Run 1, the clock network:
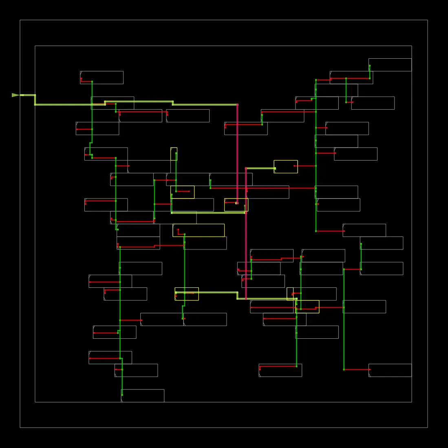
Run 1, placed cells, one color a class:
Fill, decap, tap and diode cells in gray.
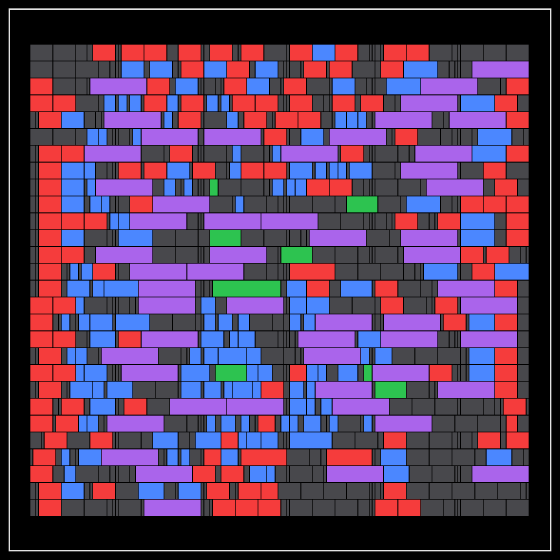
Run 1, where the registers sit:
The bar under the picture is 20 µm long. Other sequential cells in the stronger gray, the rest of the logic in the fainter gray.
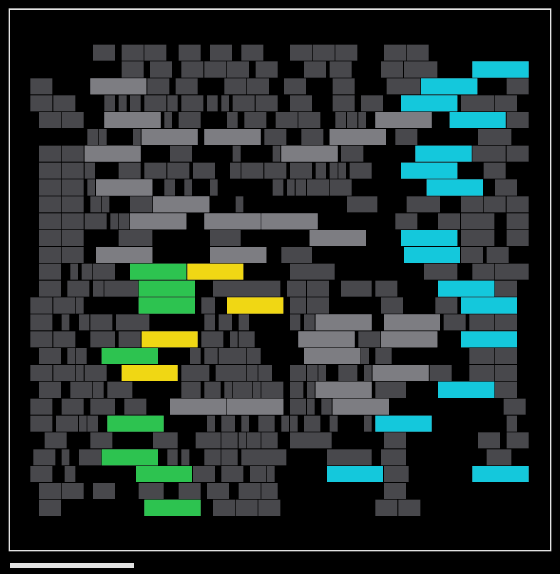
===== src/rtl/risc_mem_pkg.sv =====
`default_nettype none
// ============================================================================
// risc_mem_pkg - shared types and default widths for the RISC RAM arbiter
// Rev 1.0
// ============================================================================
package risc_mem_pkg;

  localparam int DEF_AW = 8;
  localparam int DEF_DW = 16;

  typedef enum logic [1:0] {
    ARB_IDLE  = 2'd0,
    ARB_ISSUE = 2'd1,
    ARB_RESP  = 2'd2
  } arb_state_t;

  typedef enum logic [1:0] {
    REQ_NONE = 2'd0,
    REQ_IF   = 2'd1,
    REQ_DM   = 2'd2,
    REQ_DBG  = 2'd3
  } requester_t;

endpackage
`default_nettype wire


===== src/rtl/risc_mem_prio_pick.sv =====
`default_nettype none
// ============================================================================
// risc_mem_prio_pick - fixed DBG > DM > IF priority with IF promotion on starve
// Rev 1.0
// ============================================================================
module risc_mem_prio_pick
  import risc_mem_pkg::*;
(
  input  logic       if_req_i,
  input  logic       dm_req_i,
  input  logic       dbg_req_i,
  input  logic       if_starved_i,
  output requester_t pick_o
);

  always_comb begin
    pick_o = REQ_NONE;
    if (dbg_req_i) begin
      pick_o = REQ_DBG;
    end else if (dm_req_i && !(if_req_i && if_starved_i)) begin
      pick_o = REQ_DM;
    end else if (if_req_i) begin
      pick_o = REQ_IF;
    end
  end

endmodule
`default_nettype wire


===== src/rtl/risc_mem_arbiter.sv =====
`default_nettype none
// ============================================================================
// risc_mem_arbiter - shares one synchronous RAM between fetch, data and debug
// Rev 1.0
// ============================================================================
module risc_mem_arbiter
  import risc_mem_pkg::*;
#(
  parameter int AW         = DEF_AW,
  parameter int DW         = DEF_DW,
  parameter int STARVE_MAX = 4
) (
  input  logic          clk,
  input  logic          reset_n,
  input  logic          if_req,
  input  logic [AW-1:0] if_addr,
  output logic          if_ack,
  input  logic          dm_req,
  input  logic          dm_we,
  input  logic [AW-1:0] dm_addr,
  input  logic [DW-1:0] dm_wdata,
  output logic          dm_ack,
  input  logic          dbg_req,
  input  logic          dbg_we,
  input  logic [AW-1:0] dbg_addr,
  input  logic [DW-1:0] dbg_wdata,
  output logic          dbg_ack,
  output logic [DW-1:0] rdata,
  output logic          mem_en,
  output logic          mem_we,
  output logic [AW-1:0] mem_addr,
  output logic [DW-1:0] mem_wdata,
  input  logic [DW-1:0] mem_rdata,
  output logic          busy
);

  localparam logic [3:0] c_starve_max = 4'(STARVE_MAX);

  arb_state_t    state_q, state_d;
  requester_t    owner_q, owner_d;
  requester_t    w_pick;
  logic          w_if_starved;
  logic [3:0]    starve_q, starve_d;
  logic          store_q, store_d;
  logic          mem_en_q, mem_en_d;
  logic          mem_we_q, mem_we_d;
  logic [AW-1:0] mem_addr_q, mem_addr_d;
  logic [DW-1:0] mem_wdata_q, mem_wdata_d;
  logic [DW-1:0] rdata_q, rdata_d;
  logic          if_ack_q, if_ack_d;
  logic          dm_ack_q, dm_ack_d;
  logic          dbg_ack_q, dbg_ack_d;

  assign w_if_starved = (starve_q == c_starve_max);

  risc_mem_prio_pick u_prio_pick (
    .if_req_i     (if_req),
    .dm_req_i     (dm_req),
    .dbg_req_i    (dbg_req),
    .if_starved_i (w_if_starved),
    .pick_o       (w_pick)
  );

  always_comb begin
    state_d     = state_q;
    owner_d     = owner_q;
    starve_d    = starve_q;
    store_d     = store_q;
    mem_en_d    = 1'b0;
    mem_we_d    = 1'b0;
    mem_addr_d  = mem_addr_q;
    mem_wdata_d = mem_wdata_q;
    rdata_d     = rdata_q;
    if_ack_d    = 1'b0;
    dm_ack_d    = 1'b0;
    dbg_ack_d   = 1'b0;

    case (state_q)
      ARB_IDLE: begin
        if (w_pick != REQ_NONE) begin
          state_d  = ARB_ISSUE;
          owner_d  = w_pick;
          mem_en_d = 1'b1;
          if (!if_req || w_pick == REQ_IF) begin
            starve_d = '0;
          end else if (starve_q != c_starve_max) begin
            starve_d = starve_q + 4'd1;
          end
          case (w_pick)
            REQ_IF: begin
              mem_addr_d = if_addr;
              store_d    = 1'b0;
            end
            REQ_DM: begin
              mem_addr_d  = dm_addr;
              mem_we_d    = dm_we;
              mem_wdata_d = dm_wdata;
              store_d     = dm_we;
            end
            REQ_DBG: begin
              mem_addr_d  = dbg_addr;
              mem_we_d    = dbg_we;
              mem_wdata_d = dbg_wdata;
              store_d     = dbg_we;
            end
            default: ;
          endcase
        end
      end
      ARB_ISSUE: begin
        state_d = ARB_RESP;
      end
      ARB_RESP: begin
        // RAM output is valid here; stores keep the last read value visible.
        state_d = ARB_IDLE;
        owner_d = REQ_NONE;
        if (!store_q) begin
          rdata_d = mem_rdata;
        end
        case (owner_q)
          REQ_IF:  if_ack_d  = 1'b1;
          REQ_DM:  dm_ack_d  = 1'b1;
          REQ_DBG: dbg_ack_d = 1'b1;
          default: ;
        endcase
      end
      default: begin
        state_d = ARB_IDLE;
      end
    endcase
  end

  always_ff @(posedge clk or negedge reset_n) begin
    if (!reset_n) begin
      state_q     <= ARB_IDLE;
      owner_q     <= REQ_NONE;
      starve_q    <= '0;
      store_q     <= 1'b0;
      mem_en_q    <= 1'b0;
      mem_we_q    <= 1'b0;
      mem_addr_q  <= '0;
      mem_wdata_q <= '0;
      rdata_q     <= '0;
      if_ack_q    <= 1'b0;
      dm_ack_q    <= 1'b0;
      dbg_ack_q   <= 1'b0;
    end else begin
      state_q     <= state_d;
      owner_q     <= owner_d;
      starve_q    <= starve_d;
      store_q     <= store_d;
      mem_en_q    <= mem_en_d;
      mem_we_q    <= mem_we_d;
      mem_addr_q  <= mem_addr_d;
      mem_wdata_q <= mem_wdata_d;
      rdata_q     <= rdata_d;
      if_ack_q    <= if_ack_d;
      dm_ack_q    <= dm_ack_d;
      dbg_ack_q   <= dbg_ack_d;
    end
  end

  assign mem_en    = mem_en_q;
  assign mem_we    = mem_we_q;
  assign mem_addr  = mem_addr_q;
  assign mem_wdata = mem_wdata_q;
  assign rdata     = rdata_q;
  assign if_ack    = if_ack_q;
  assign dm_ack    = dm_ack_q;
  assign dbg_ack   = dbg_ack_q;
  assign busy      = (state_q != ARB_IDLE);

endmodule
`default_nettype wire

===== config.mk =====
export PLATFORM = sky130hd
export DESIGN_NAME = risc_mem_arbiter
export DESIGN_NICKNAME = d
export VERILOG_FILES = /design/src/rtl/risc_mem_pkg.sv /design/src/rtl/risc_mem_prio_pick.sv /design/src/rtl/risc_mem_arbiter.sv
export SDC_FILE = /design/constraint.sdc
export NUM_CORES = 1
export LEC_CHECK = 0
export CORE_MARGIN = 3
export CORE_UTILIZATION = 39
export CTS_CLUSTER_SIZE = 30
export DETAILED_ROUTE_END_ITERATION = 8
export PLACE_DENSITY = 0.85
export SLEW_MARGIN = 5
export SYNTH_ARGS = -nofsm -noshare
export SYNTH_HDL_FRONTEND = slang
export SYNTH_HIERARCHICAL = 1
export SYNTH_SLANG_ARGS = --single-unit

===== constraint.sdc =====
create_clock -name clk -period 2.32 [get_ports clk]
set_input_delay 0.464 -clock clk [delete_from_list [all_inputs] [get_ports clk]]
set_output_delay 0.464 -clock clk [all_outputs]
set_load 0.02 [all_outputs]

==> results.toml, run 1 <==
# yosys + openroad results
[clocking]
cts_tree = "done"
postCtsHoldBufs = 0
cts_root_buf = "clkbuf_8"
clk_pin_slew_ns = 0.09
cts_resized = 0
cts_setup_buffers = 0
htreeDepth = 2
numCtsBuffers = 5
clock_latency_ns = 0.30
cts.sinks = 54
cts_max_path_buffers = 2

[grt]
antenna_found_initial = 0
overflow = 0
grt_pass1_vias = 2083
track_usage_pct = 16.8
grt_pass1_wl_mm = 10.0
grt_max_degree = 33

[drt]
antenna_left = 0
first_iter_violations = 41
routed_wl_mm = 6.08
routedWlPerCell_um = 14.6
drc = 0
vias = 2058
viasPerCell = 4.94
dr.pass1.iters = 7

[logic_synthesis]
top_cell_area_share_pct = 52.7
synth-main-ff-cell = "dfrtp_1"
yosys-top-cells-count = "dfrtp_1, nor2_1, mux2i_1"
ys_area_mm2 = 0.00257
ys_ff = 54
netlist_area_mm2 = 0.00257
syn_nets = 295
most_common_cell = "dfrtp_1"
ys_seq_share_pct = 52.7
synth.largest_area_cell = "dfrtp_1"
yosysWarnings = 6
syn_inst = 214
avgSynthCellArea_um2 = 12.0
synth-edff-count = 0
ys_cells = 214
synth-async-reset-ratio_pct = 100
synth.distinct_cells = 37
area_leaders = "dfrtp_1, mux2i_1, mux2_4"

[final_timing]
tns_ns = 0
tightest_slew_ns = 0.673
rsz0062_at_grt = "no"
hold_ws_ns = 0.191
hold_violations = 0
timing.final.crit_share_pct = 96.0
maxSlewViolCount = 0
slew_headroom_pct = 55.1
setup_violations = 0
max_clock_freq_mhz = 449
period_needed_ns = 2.23

[finish]
fill_cells = 497
final_layout_top_logic_cell = "clkdlybuf4s50_1"
n_antenna_cell = 0
layout.nets = 422
area_growth_pct = 56.0
drive_gt1_share_pct = 13.2
lay_top_cells = "clkdlybuf4s50_1, dfrtp_1, nor2_1"

[floorplan]
core_region_area_mm2 = 0.00613
die_h_um = 87.1
pin_count = 125
fp_util_pct = 41.9
die_area_mm2 = 0.00759
die_w_um = 87.1

[job]
cap_violations = 0
tool_warnings = 27

[status]
status = "finished, final reports clean"

[worst_setup_path]
worst-path-max-fanout = 7
critPathCaptureType = "primary output"
critPathArrivalTime_ns = 1.76
crit_required_ns = 1.86
cp-start-kind = "flip-flop"
setup.worst_path.class = "flip-flop to primary output"

[pwr]
ir_drop_mv = 0.682
p_leak_nw = 1.77
power_w = 0.00482
cellPowerDensity_mw_per_mm2 = 1200

[placed_design]
gp_congestion = 0.832
placed_area_mm2 = 0.00390
dp_hpwl_mm = 4.68
numPortBuffers = 124

[hold_path]
hp-class = "input port to async pin"
Back to the opening pictures, 'the clock network':
Final Skew: 0.00661 ns
clk_buf instances: 7

Back to the opening pictures, 'placed cells, one color a class':
- clock drivers and dummy loads: green (cells 8)
- flops: purple (cells 54)
- other buffers and delay cells: red (cells 132)
- all other logic: blue (cells 148)
cell area after layout: 0.00400 mm²
Rows: 28
final core utilization: 65.3%
Seq/total area: 33.8%

Back to the opening pictures, 'where the registers sit':
- starve_q: yellow (sequential cells 4)
- mem_addr: green (sequential cells 8)
- rdata: cyan (sequential cells 16)
Reg area: 0.00135 mm²
Seq. pwr: 0.00165 W

run 1: path summary, 6_finish.rpt:
kind | startpoint | endpoint | slack [ns] | cells past startpoint
worst max-delay path | state_q[1]$_DFFE_PN0P_ | busy | 0.09 | 2
worst min-delay path | reset_n | rdata[10]$_DFFE_PN0P_ | 0.19 | 1
worst max register to register | starve_q[0]$_DFFE_PN0P_ | starve_q[0]$_DFFE_PN0P_ | 0.17 | 10
worst min register to register | rdata[4]$_DFFE_PN0P_ | rdata[4]$_DFFE_PN0P_ | 0.51 | 1
max in group asynchronous | reset_n | mem_addr[3]$_DFFE_PN0P_ | 1.56 | 2
min in group clk | rdata[4]$_DFFE_PN0P_ | rdata[4]$_DFFE_PN0P_ | 0.51 | 1
run 1: sequential cells by signal (all words and copies together), names as in the netlist, 2 cells and up:
| signal | count |
|---|---|
| mem_addr | 8 |
| mem_wdata | 16 |
| owner_q | 2 |
| rdata | 16 |
| starve_q | 4 |
| state_q | 2 |
run 1: routing by layer:
metal / vias to the layer above / wire length, µm / track usage, %
li1: 1001 / - / -
met1: 968 / 2490 / 21.0
met2: 84 / 2970 / 28.2
met3: 5 / 561 / 5.11
met4: 0 / 48 / 5.02
met5: - / 0 / 0
run 1: stage by stage:
| stage | cells | setup WS [ns] | utilization, % |
|---|---|---|---|
| finish | 417 | 0.0916 | 65.3 |
| global route | 417 | 0.00579 | 65.3 |
| CTS | 417 | 0.0802 | 65.3 |
| detailed placement | 409 | 0.194 | 63.6 |
| global placement | 409 | 0.249 | 63.6 |
| floorplan | 214 | 0.307 | - |
run 1: report_power, final:
part	leakage (nW)	switching, W	internal [W]	total [W]
logic	1.07	0.00119	0.00136	0.00256
registers	0.639	0.000271	0.00138	0.00165
clock network	0.0524	0.000288	0.000323	0.000611
run 1: layout make-up:
cell class,instances,area (µm²),area share [%]
Multi-Input combinational cell,142,1090,27.4
Sequential cell,54,1350,33.8
Clock buffer,7,76.3,1.91
Timing Repair Buffer,132,1330,33.3
Clock inverter,1,30.0,0.750
Inverter,6,22.5,0.563
Tap cell,75,93.8,2.34
run 1: kinds of logic (layout without fill, tap and decap cells):
| family | after synthesis | in the layout | share of synthesized area, % |
|---|---|---|---|
| compound gates | 40 | 40 | 8.92 |
| fa+ha+maj | 2 | 2 | 0.975 |
| buf+inv | 18 | 146 | 4.68 |
| flops | 54 | 54 | 52.7 |
| mux | 49 | 49 | 22.2 |
| simple gates | 51 | 51 | 10.6 |
run 1: worst max-delay path, stage by stage (launching register included):
cell and delay (ns):
dfrtp_1 0.46, or2_1 0.33, clkdlybuf4s50_1 0.68
--- run 2 (diff from run 1) ---
CTS_CLUSTER_DIAMETER = 200   (was unset)
Run 2, placed cells, one color a class:
Fill, decap, tap and diode cells in gray.
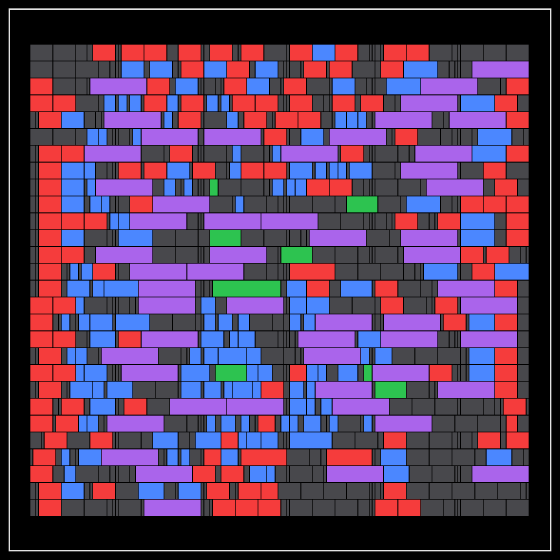
- clock drivers and dummy loads: green (cells 8)
- other buffers and delay cells: red (cells 132)
- flops: purple (cells 54)
- all other logic: blue (cells 148)
core area: 0.00613 mm²

==> run 2 against run 1 <==
  * Final area did not move
  * Register-to-register slack about the same
  * Cell count unchanged
  * Combinational power barely moved
==> results.toml, run 2 <==
# yosys + openroad results
[pwr]
cellPowerDensity_mw_per_mm2 = 1200
p_leak_nw = 1.77
power_w = 0.00482

[floorplan]
rows = 28
die_w_um = 87.1

[drt]
vias = 2058
wl_met1_mm = 2.49
dr.pass1.iters = 7
antenna_left = 0
viasPerCell = 4.94
first_iter_violations = 41
routedWlPerCell_um = 14.6
routed.top_layer = "met4"

[logic_synthesis]
syn_nets = 295
top_cell_area_share_pct = 52.7
yosysWarnings = 6
ys_seq_share_pct = 52.7
most_common_cell = "dfrtp_1"
netlist_area_mm2 = 0.00257
area_leaders = "dfrtp_1, mux2i_1, mux2_4"
synth.largest_area_cell = "dfrtp_1"

[finish]
regArea_mm2 = 0.00135
final_layout_top_logic_cell = "clkdlybuf4s50_1"
layout.nets = 422

[clocking]
clk_pin_slew_ns = 0.09
numCtsBuffers = 5
clock_latency_ns = 0.30
htreeDepth = 2

[job]
cap_violations = 0

[final_timing]
fin_worst_skew_ns = 0.00661
layout_setup_ws_ns = 0.0916
tightest_slew_ns = 0.673

[status]
status = "finished, final reports clean"

[placed_design]
gp_congestion = 0.832
numPortBuffers = 124
dp_cells = 409
dp_hpwl_mm = 4.68

[worst_setup_path]
setup.worst_path.class = "flip-flop to primary output"
cp-start-kind = "flip-flop"

[grt]
grt_pass1_vias = 2083
antenna_found_initial = 0
==> run 2: cell counts in the layout (fill, tap and decap cells not counted) <==
No cell type changed its count.
==> run 2: layout make-up <==
| class | instances | area share, % |
|---|---|---|
| clock buffers | 7 | 1.91 |
| clock inverters | 1 | 0.750 |
| well taps | 75 | 2.34 |
| inverters | 6 | 0.563 |
| repair buffers | 132 | 33.3 |
| multi-input cells | 142 | 27.4 |
| flip-flops and latches | 54 | 33.8 |
==> run 2: stage by stage <==
step           area (µm²)  utilization (%)
2_1_floorplan        2570                -
4_1_cts              4000             65.3
3_3_place_gp         3900             63.6
3_5_place_dp         3900             63.6
6_report             4000             65.3
5_1_grt              4000             65.3
==> run 2: logic make-up (layout without fill, tap and decap cells) <==
kind of cell / Yosys count / after routing / synth area share [%]
AND-OR/OR-AND: 40 / 40 / 8.92
adder cells (fa/ha/maj): 2 / 2 / 0.975
buffers and inverters: 18 / 146 / 4.68
flip-flops: 54 / 54 / 52.7
multiplexers: 49 / 49 / 22.2
AND/OR/NAND/NOR: 51 / 51 / 10.6
==> run 2: metal layers <==
layer	up-vias	track usage [%]
li1	1001	-
met1	968	21.0
met2	84	28.2
met3	5	5.11
met4	0	5.02
met5	-	0
==> run 2: critical path: stages (launching register included) <==
cell and delay (ns):
dfrtp_1 0.46, or2_1 0.33, clkdlybuf4s50_1 0.68
==> run 2: power by group <==
group | total [W] | switching, W | internal [W] | leakage, nW
Combinational | 0.00256 | 0.00119 | 0.00136 | 1.07
Sequential | 0.00165 | 0.000271 | 0.00138 | 0.639
Clock | 0.000611 | 0.000288 | 0.000323 | 0.0524
Total | 0.00482 | 0.00175 | 0.00307 | 1.77
==> run 2: final timing paths <==
check	depth (start not counted)	from	end	slack, ns
max reg2reg	10	starve_q[0]$_DFFE_PN0P_	starve_q[0]$_DFFE_PN0P_	0.17
max in group asynchronous	2	reset_n	mem_addr[3]$_DFFE_PN0P_	1.56
min in group clk	1	rdata[4]$_DFFE_PN0P_	rdata[4]$_DFFE_PN0P_	0.51
min reg2reg	1	rdata[4]$_DFFE_PN0P_	rdata[4]$_DFFE_PN0P_	0.51
min	1	reset_n	rdata[10]$_DFFE_PN0P_	0.19
max	2	state_q[1]$_DFFE_PN0P_	busy	0.09
Power and IR drop assume default switching activity.
